## src/rtl/sdram_arb_pkg.sv

```systemverilog
// Shared encodings and defaults for the SDRAM sequencer arbiter.
package sdram_arb_pkg;

    localparam int REF_MAX_DEF    = 7;
    localparam int REF_URGENT_DEF = 4;
    localparam int DMA_AGE_DEF    = 8;
    localparam int BUSY_TMO_DEF   = 4;
    localparam int DEBT_W         = 3;

    typedef enum logic [2:0] {
        ST_IDLE,
        ST_ISSUE,
        ST_WAIT_BUSY,
        ST_BUSY,
        ST_TURN
    } state_t;

    typedef enum logic [1:0] {
        SEL_NONE = 2'd0,
        SEL_CPU  = 2'd1,
        SEL_DMA  = 2'd2,
        SEL_REF  = 2'd3
    } gnt_sel_t;

    // Fixed priority: urgent refresh, aged DMA, CPU, DMA, owed refresh.
    function automatic gnt_sel_t pick_winner(
        input logic ref_urgent,
        input logic dma_aged,
        input logic cpu_req,
        input logic dma_req,
        input logic ref_owed
    );
        gnt_sel_t sel;
        sel = SEL_NONE;
        if (ref_urgent)    sel = SEL_REF;
        else if (dma_aged) sel = SEL_DMA;
        else if (cpu_req)  sel = SEL_CPU;
        else if (dma_req)  sel = SEL_DMA;
        else if (ref_owed) sel = SEL_REF;
        return sel;
    endfunction

endpackage

```

## src/rtl/sdram_refresh_debt.sv

```systemverilog
// Counts refreshes owed: REFRESH rising edges add one, refresh grants remove one.
module sdram_refresh_debt
    import sdram_arb_pkg::*;
#(
    parameter int REF_MAX = REF_MAX_DEF
) (
    input  logic              i_clk,
    input  logic              i_rst_n,
    input  logic              i_refresh,
    input  logic              i_take,
    output logic [DEBT_W-1:0] o_debt,
    output logic              o_ovf
);

    logic              r_refresh_d;
    logic [DEBT_W-1:0] r_debt;
    logic              r_ovf;
    logic              w_tick;
    logic              w_take;
    logic              w_at_max;

    assign w_tick   = i_refresh & ~r_refresh_d;
    assign w_take   = i_take & (r_debt != '0);
    assign w_at_max = (r_debt == DEBT_W'(REF_MAX));

    always_ff @(posedge i_clk or negedge i_rst_n) begin
        if (!i_rst_n) begin
            r_refresh_d <= 1'b0;
            r_debt      <= DEBT_W'(1);
            r_ovf       <= 1'b0;
        end else begin
            r_refresh_d <= i_refresh;
            // A tick and a grant in the same cycle cancel out.
            if (w_tick && !w_take) begin
                if (w_at_max) r_ovf  <= 1'b1;
                else          r_debt <= r_debt + 1'b1;
            end else if (w_take && !w_tick) begin
                r_debt <= r_debt - 1'b1;
            end
        end
    end

    assign o_debt = r_debt;
    assign o_ovf  = r_ovf;

endmodule

```

## src/rtl/sdram_arbiter.sv

```systemverilog
// Grants the SDRAM sequencer to CPU, DMA master or auto-refresh, one cycle at a time.
module sdram_arbiter
    import sdram_arb_pkg::*;
#(
    parameter int REF_MAX    = REF_MAX_DEF,
    parameter int REF_URGENT = REF_URGENT_DEF,
    parameter int DMA_AGE    = DMA_AGE_DEF,
    parameter int BUSY_TMO   = BUSY_TMO_DEF
) (
    input  logic              CLK,
    input  logic              RESET,
    input  logic              REFRESH,
    input  logic              CPU_REQ,
    input  logic              DMA_REQ,
    input  logic              SEQ_BUSY,
    output logic              START,
    output logic              GNT_CPU,
    output logic              GNT_DMA,
    output logic              GNT_REF,
    output logic [DEBT_W-1:0] REF_DEBT,
    output logic              REF_OVF,
    output logic              TMO_ERR
);

    localparam int AGE_W  = $clog2(DMA_AGE + 1);
    localparam int WAIT_W = $clog2(BUSY_TMO + 1);

    state_t            r_state;
    gnt_sel_t          r_sel;
    logic              r_start;
    logic              r_tmo;
    logic [AGE_W-1:0]  r_age;
    logic [WAIT_W-1:0] r_wait_cnt;

    gnt_sel_t          w_winner;
    logic              w_grant;
    logic              w_ref_take;
    logic [DEBT_W-1:0] w_debt;
    logic              w_ovf;

    sdram_refresh_debt #(
        .REF_MAX (REF_MAX)
    ) u_debt (
        .i_clk     (CLK),
        .i_rst_n   (RESET),
        .i_refresh (REFRESH),
        .i_take    (w_ref_take),
        .o_debt    (w_debt),
        .o_ovf     (w_ovf)
    );

    assign w_winner = pick_winner(
        w_debt >= DEBT_W'(REF_URGENT),
        DMA_REQ && (r_age == AGE_W'(DMA_AGE)),
        CPU_REQ,
        DMA_REQ,
        w_debt != '0
    );
    assign w_grant    = (r_state == ST_IDLE) && (w_winner != SEL_NONE);
    assign w_ref_take = w_grant && (w_winner == SEL_REF);

    // Handshake: START is high for the single ISSUE cycle; the sequencer answers by
    // raising SEQ_BUSY within BUSY_TMO cycles and holds it until the access is done.
    // The grant is held from ISSUE until SEQ_BUSY falls (or the wait times out).
    always_ff @(posedge CLK or negedge RESET) begin
        if (!RESET) begin
            r_state    <= ST_IDLE;
            r_sel      <= SEL_NONE;
            r_start    <= 1'b0;
            r_tmo      <= 1'b0;
            r_wait_cnt <= '0;
        end else begin
            r_start <= 1'b0;
            r_tmo   <= 1'b0;
            case (r_state)
                ST_IDLE: begin
                    if (w_winner != SEL_NONE) begin
                        r_sel   <= w_winner;
                        r_start <= 1'b1;
                        r_state <= ST_ISSUE;
                    end
                end
                ST_ISSUE: begin
                    r_wait_cnt <= '0;
                    r_state    <= ST_WAIT_BUSY;
                end
                ST_WAIT_BUSY: begin
                    // The last wait cycle carries TMO_ERR, so the access is abandoned there.
                    if (r_wait_cnt == WAIT_W'(BUSY_TMO - 1)) begin
                        r_sel   <= SEL_NONE;
                        r_state <= ST_TURN;
                    end else if (SEQ_BUSY) begin
                        r_state <= ST_BUSY;
                    end else begin
                        r_wait_cnt <= r_wait_cnt + 1'b1;
                        r_tmo      <= (r_wait_cnt == WAIT_W'(BUSY_TMO - 2));
                    end
                end
                ST_BUSY: begin
                    if (!SEQ_BUSY) begin
                        r_sel   <= SEL_NONE;
                        r_state <= ST_TURN;
                    end
                end
                ST_TURN: begin
                    r_state <= ST_IDLE;
                end
                default: begin
                    r_sel   <= SEL_NONE;
                    r_state <= ST_IDLE;
                end
            endcase
        end
    end

    // DMA ageing: counts CPU wins while DMA is kept waiting.
    always_ff @(posedge CLK or negedge RESET) begin
        if (!RESET) begin
            r_age <= '0;
        end else if (!DMA_REQ) begin
            r_age <= '0;
        end else if (w_grant && (w_winner == SEL_DMA)) begin
            r_age <= '0;
        end else if (w_grant && (w_winner == SEL_CPU) && (r_age != AGE_W'(DMA_AGE))) begin
            r_age <= r_age + 1'b1;
        end
    end

    assign START    = r_start;
    assign TMO_ERR  = r_tmo;
    assign GNT_CPU  = (r_sel == SEL_CPU);
    assign GNT_DMA  = (r_sel == SEL_DMA);
    assign GNT_REF  = (r_sel == SEL_REF);
    assign REF_DEBT = w_debt;
    assign REF_OVF  = w_ovf;

endmodule

```

## config.mk

```make
export PLATFORM = sky130hd
export DESIGN_NAME = sdram_arbiter
export DESIGN_NICKNAME = d
export VERILOG_FILES = /design/src/rtl/sdram_arb_pkg.sv /design/src/rtl/sdram_refresh_debt.sv /design/src/rtl/sdram_arbiter.sv
export SDC_FILE = /design/constraint.sdc
export NUM_CORES = 1
export LEC_CHECK = 0
export ABC_AREA = 0
export CORE_UTILIZATION = 45
export DETAILED_ROUTE_END_ITERATION = 10
export GPL_ROUTABILITY_DRIVEN = 0
export PLACE_DENSITY = 0.75
export SYNTH_ARGS = -nofsm -noshare
export SYNTH_HDL_FRONTEND = slang
export SYNTH_SLANG_ARGS = --single-unit
```

## constraint.sdc

```tcl
create_clock -name CLK -period 2.6 [get_ports CLK]
set_input_delay 0.39 -clock CLK [delete_from_list [all_inputs] [get_ports CLK]]
set_output_delay 0.39 -clock CLK [all_outputs]
set_load 0.05 [all_outputs]
```

==> run summary <==
run metrics: CP Data Arrival Time 1780 ps, yosys synthesis chip area 1130 um2, ys flops 19, hold buffers post-CTS 0, Reg2Reg Setup Slack 430 ps, Synth Area in Simple Gates 22.2%, endpoint of the lowest-slack register-to-register path u_debt.o_debt[2], most frequent logic cell in the layout dfrtp_1, count of warning messages emitted by the tools 28, global-route wire length before repair 3.56 mm, achievable clock frequency 460 MHz, worst stage delay on the critical path 840 ps, number of clock buffers in the layout 4, non-clock buffer share of cell area 13.4%, Ports 15, number of buffers added on ports 14, clock transition at the registers of the reported paths 100 ps, Worst Setup Slack, final 426 ps, compound-gate portion of the synthesized area 19.2%, dominant cell by count in the synthesized netlist dfrtp_1, Post-layout nets 152, critical path type reg -> out, first-iteration detailed-routing DRC count 17, Flop area 477 um2, Sw Pwr 0.719 mW, worst hold slack across all endpoints 425 ps, top cell type by total area after synthesis dfrtp_1, CTS HTree Levels 1, Leakage 0.553 nW, Worst Clk Skew 4.05 ps, fill cell count 197, worst-case headroom to the max-slew limit 66.8%, category of cells accounting for the largest share of critical-path delay buffers and inverters, sequential portion of the cell area 35.9%, worst-path cell chain clkdlybuf4s50_1, result of the run finished, final reports clean, adder and majority cell fraction of the synthesized area 7.33%, vias in the first global route 804, initial antenna violation count 0, Synthesis Warnings 0, Top cells by area dfrtp_1 (40%), ha_1 (5.5%), nand2_1 (4.7%), cell area power density 1150 nW/um2, via density per instance 5.47, tap cells 28, count of non-CTS inverters in the layout 6, largest fanout of any net on the critical path 10, Yosys Instances 122, synthesized netlist net count 134, largest family of logic cells by area simple AND/OR/NAND/NOR gates, HPWL reported at the end of detailed placement 1.54 mm, GRT overflow 0, total via count in the routed design 914, final setup vio count 0, total detailed-routing wirelength 2.04 mm, mi-comb count 91, Gate power share 53.1%, buffers outside the clock class 19, top cell types by occurrence after synthesis dfrtp_1 (18), nand2_1 (14), nor2_1 (12), o21ai_0 (9), inv_1 (6), maximum clock path buffer count 2, worst-case setup slack after placement 195 ps, class of the most critical hold timing path in -> async, number of max-slew violations in the final report 0, Distinct lib cells used 43, # rows 17, share of Yosys cell area claimed by the top area cell type 40.0%, proportion of synthesized area in mux cells 2.77%, power consumption 1.53 mW, Root Driver clkbuf_4, die outline area 2710 um2, area-dominant cell class after layout multi-input combinational cells, area used by multi-input combinational logic 589 um2, DIE WIDTH 52.1 um, Setup Fix Bufs, Post-CTS 0, number of hold violations in the final report 0, antenna-violating nets left 0
-- power groups by stage --
| stage | logic, mW | clock network (mW) | registers, mW |
|---|---|---|---|
| finish | 0.812 | 0.144 | 0.572 |
| floorplan | 0.558 | 0 | 0.625 |
| CTS | 0.820 | 0.154 | 0.575 |
| detailed placement | 0.818 | 0 | 0.581 |
| global route | 0.887 | 0.162 | 0.605 |
| global placement | 0.799 | 0 | 0.577 |
-- state kept, by name, indices dropped and copies added (netlist names) --
name	count
START	1
r_age	4
u_debt.o_debt	3
r_sel	2
r_state	3
u_debt.o_ovf	1
r_wait_cnt	3
TMO_ERR	1
u_debt.r_refresh_d	1
-- layer usage --
metal | part of all wire [%] | vias to the layer above | GRT usage, %
li1 | - | 466 | -
met4 | 0 | 0 | 4.05
met5 | 0 | - | 0
met1 | 47 | 431 | 23.6
met2 | 49 | 17 | 28.8
met3 | 3.5 | 0 | 3.51
-- through the flow --
step / instances / cell area, um2
after floorplan: 122 / 1130
after global placement: 163 / 1300
after detailed placement: 163 / 1300
after CTS: 167 / 1330
after global routing: 167 / 1330
final: 167 / 1330
-- worst max path at each step --
stage          slack, ps  cells after the start        startpoint               end
6_report             430                      1  u_debt.o_debt[0]       REF_DEBT[0]
5_1_grt              330                      8  u_debt.o_debt[1]  u_debt.o_debt[2]
3_5_place_dp         200                      9           CPU_REQ  u_debt.o_debt[2]
3_3_place_gp         260                      9           DMA_REQ  u_debt.o_debt[2]
4_1_cts              400                      1  u_debt.o_debt[0]       REF_DEBT[0]
2_1_floorplan        420                      8  u_debt.o_debt[1]  u_debt.o_debt[2]
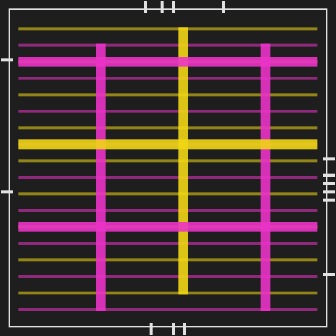
*PDN straps and rails*
Pins as bars on the die edge.
legend:
  magenta:
    net: VSS
  yellow:
    net: VDD
met5 straps: 3
met1 rails: 18
standard cell core area: 2280 um2
largest voltage drop on the vdd net: 0.639 mV
die height: 52.1 um

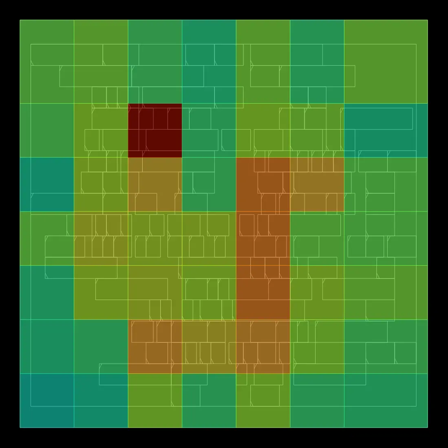
*Routing congestion map*
Most Used Layer, Global Route: met2
wire length per cell after detailed routing: 12.2 um
post-layout utilization of the core: 58.3%
GRT Total Usage: 17.6%
global routing usage on met1: 23.6%

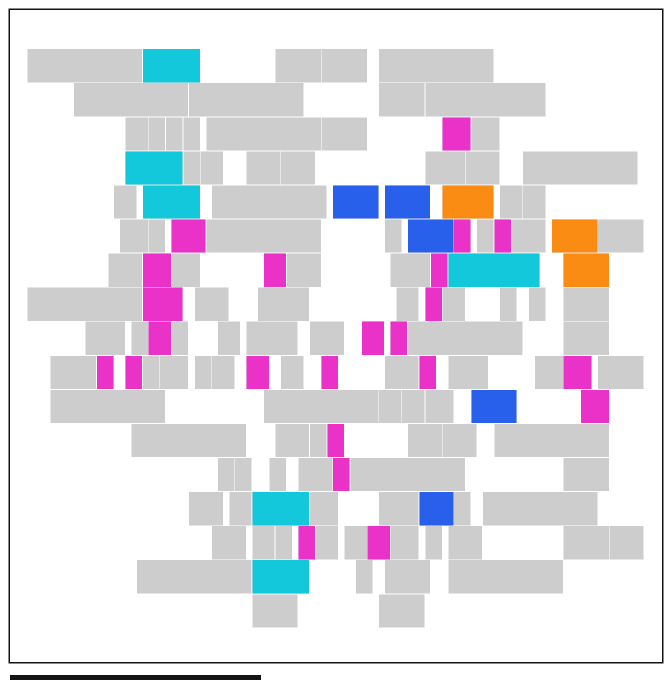
*Logic cells by family*
Bar = 20 um.
legend:
  orange:
    family: multiplexers
    cells: 3
  magenta:
    family: NOR gates
    cells: 23
  cyan:
    family: adder and majority cells
    cells: 6
  blue:
    family: AND-OR and OR-AND gates
    cells: 5
non-filler instance count after layout: 167
multi-input combinational area share: 44.4%

Power is estimated from default activity; no workload was simulated.
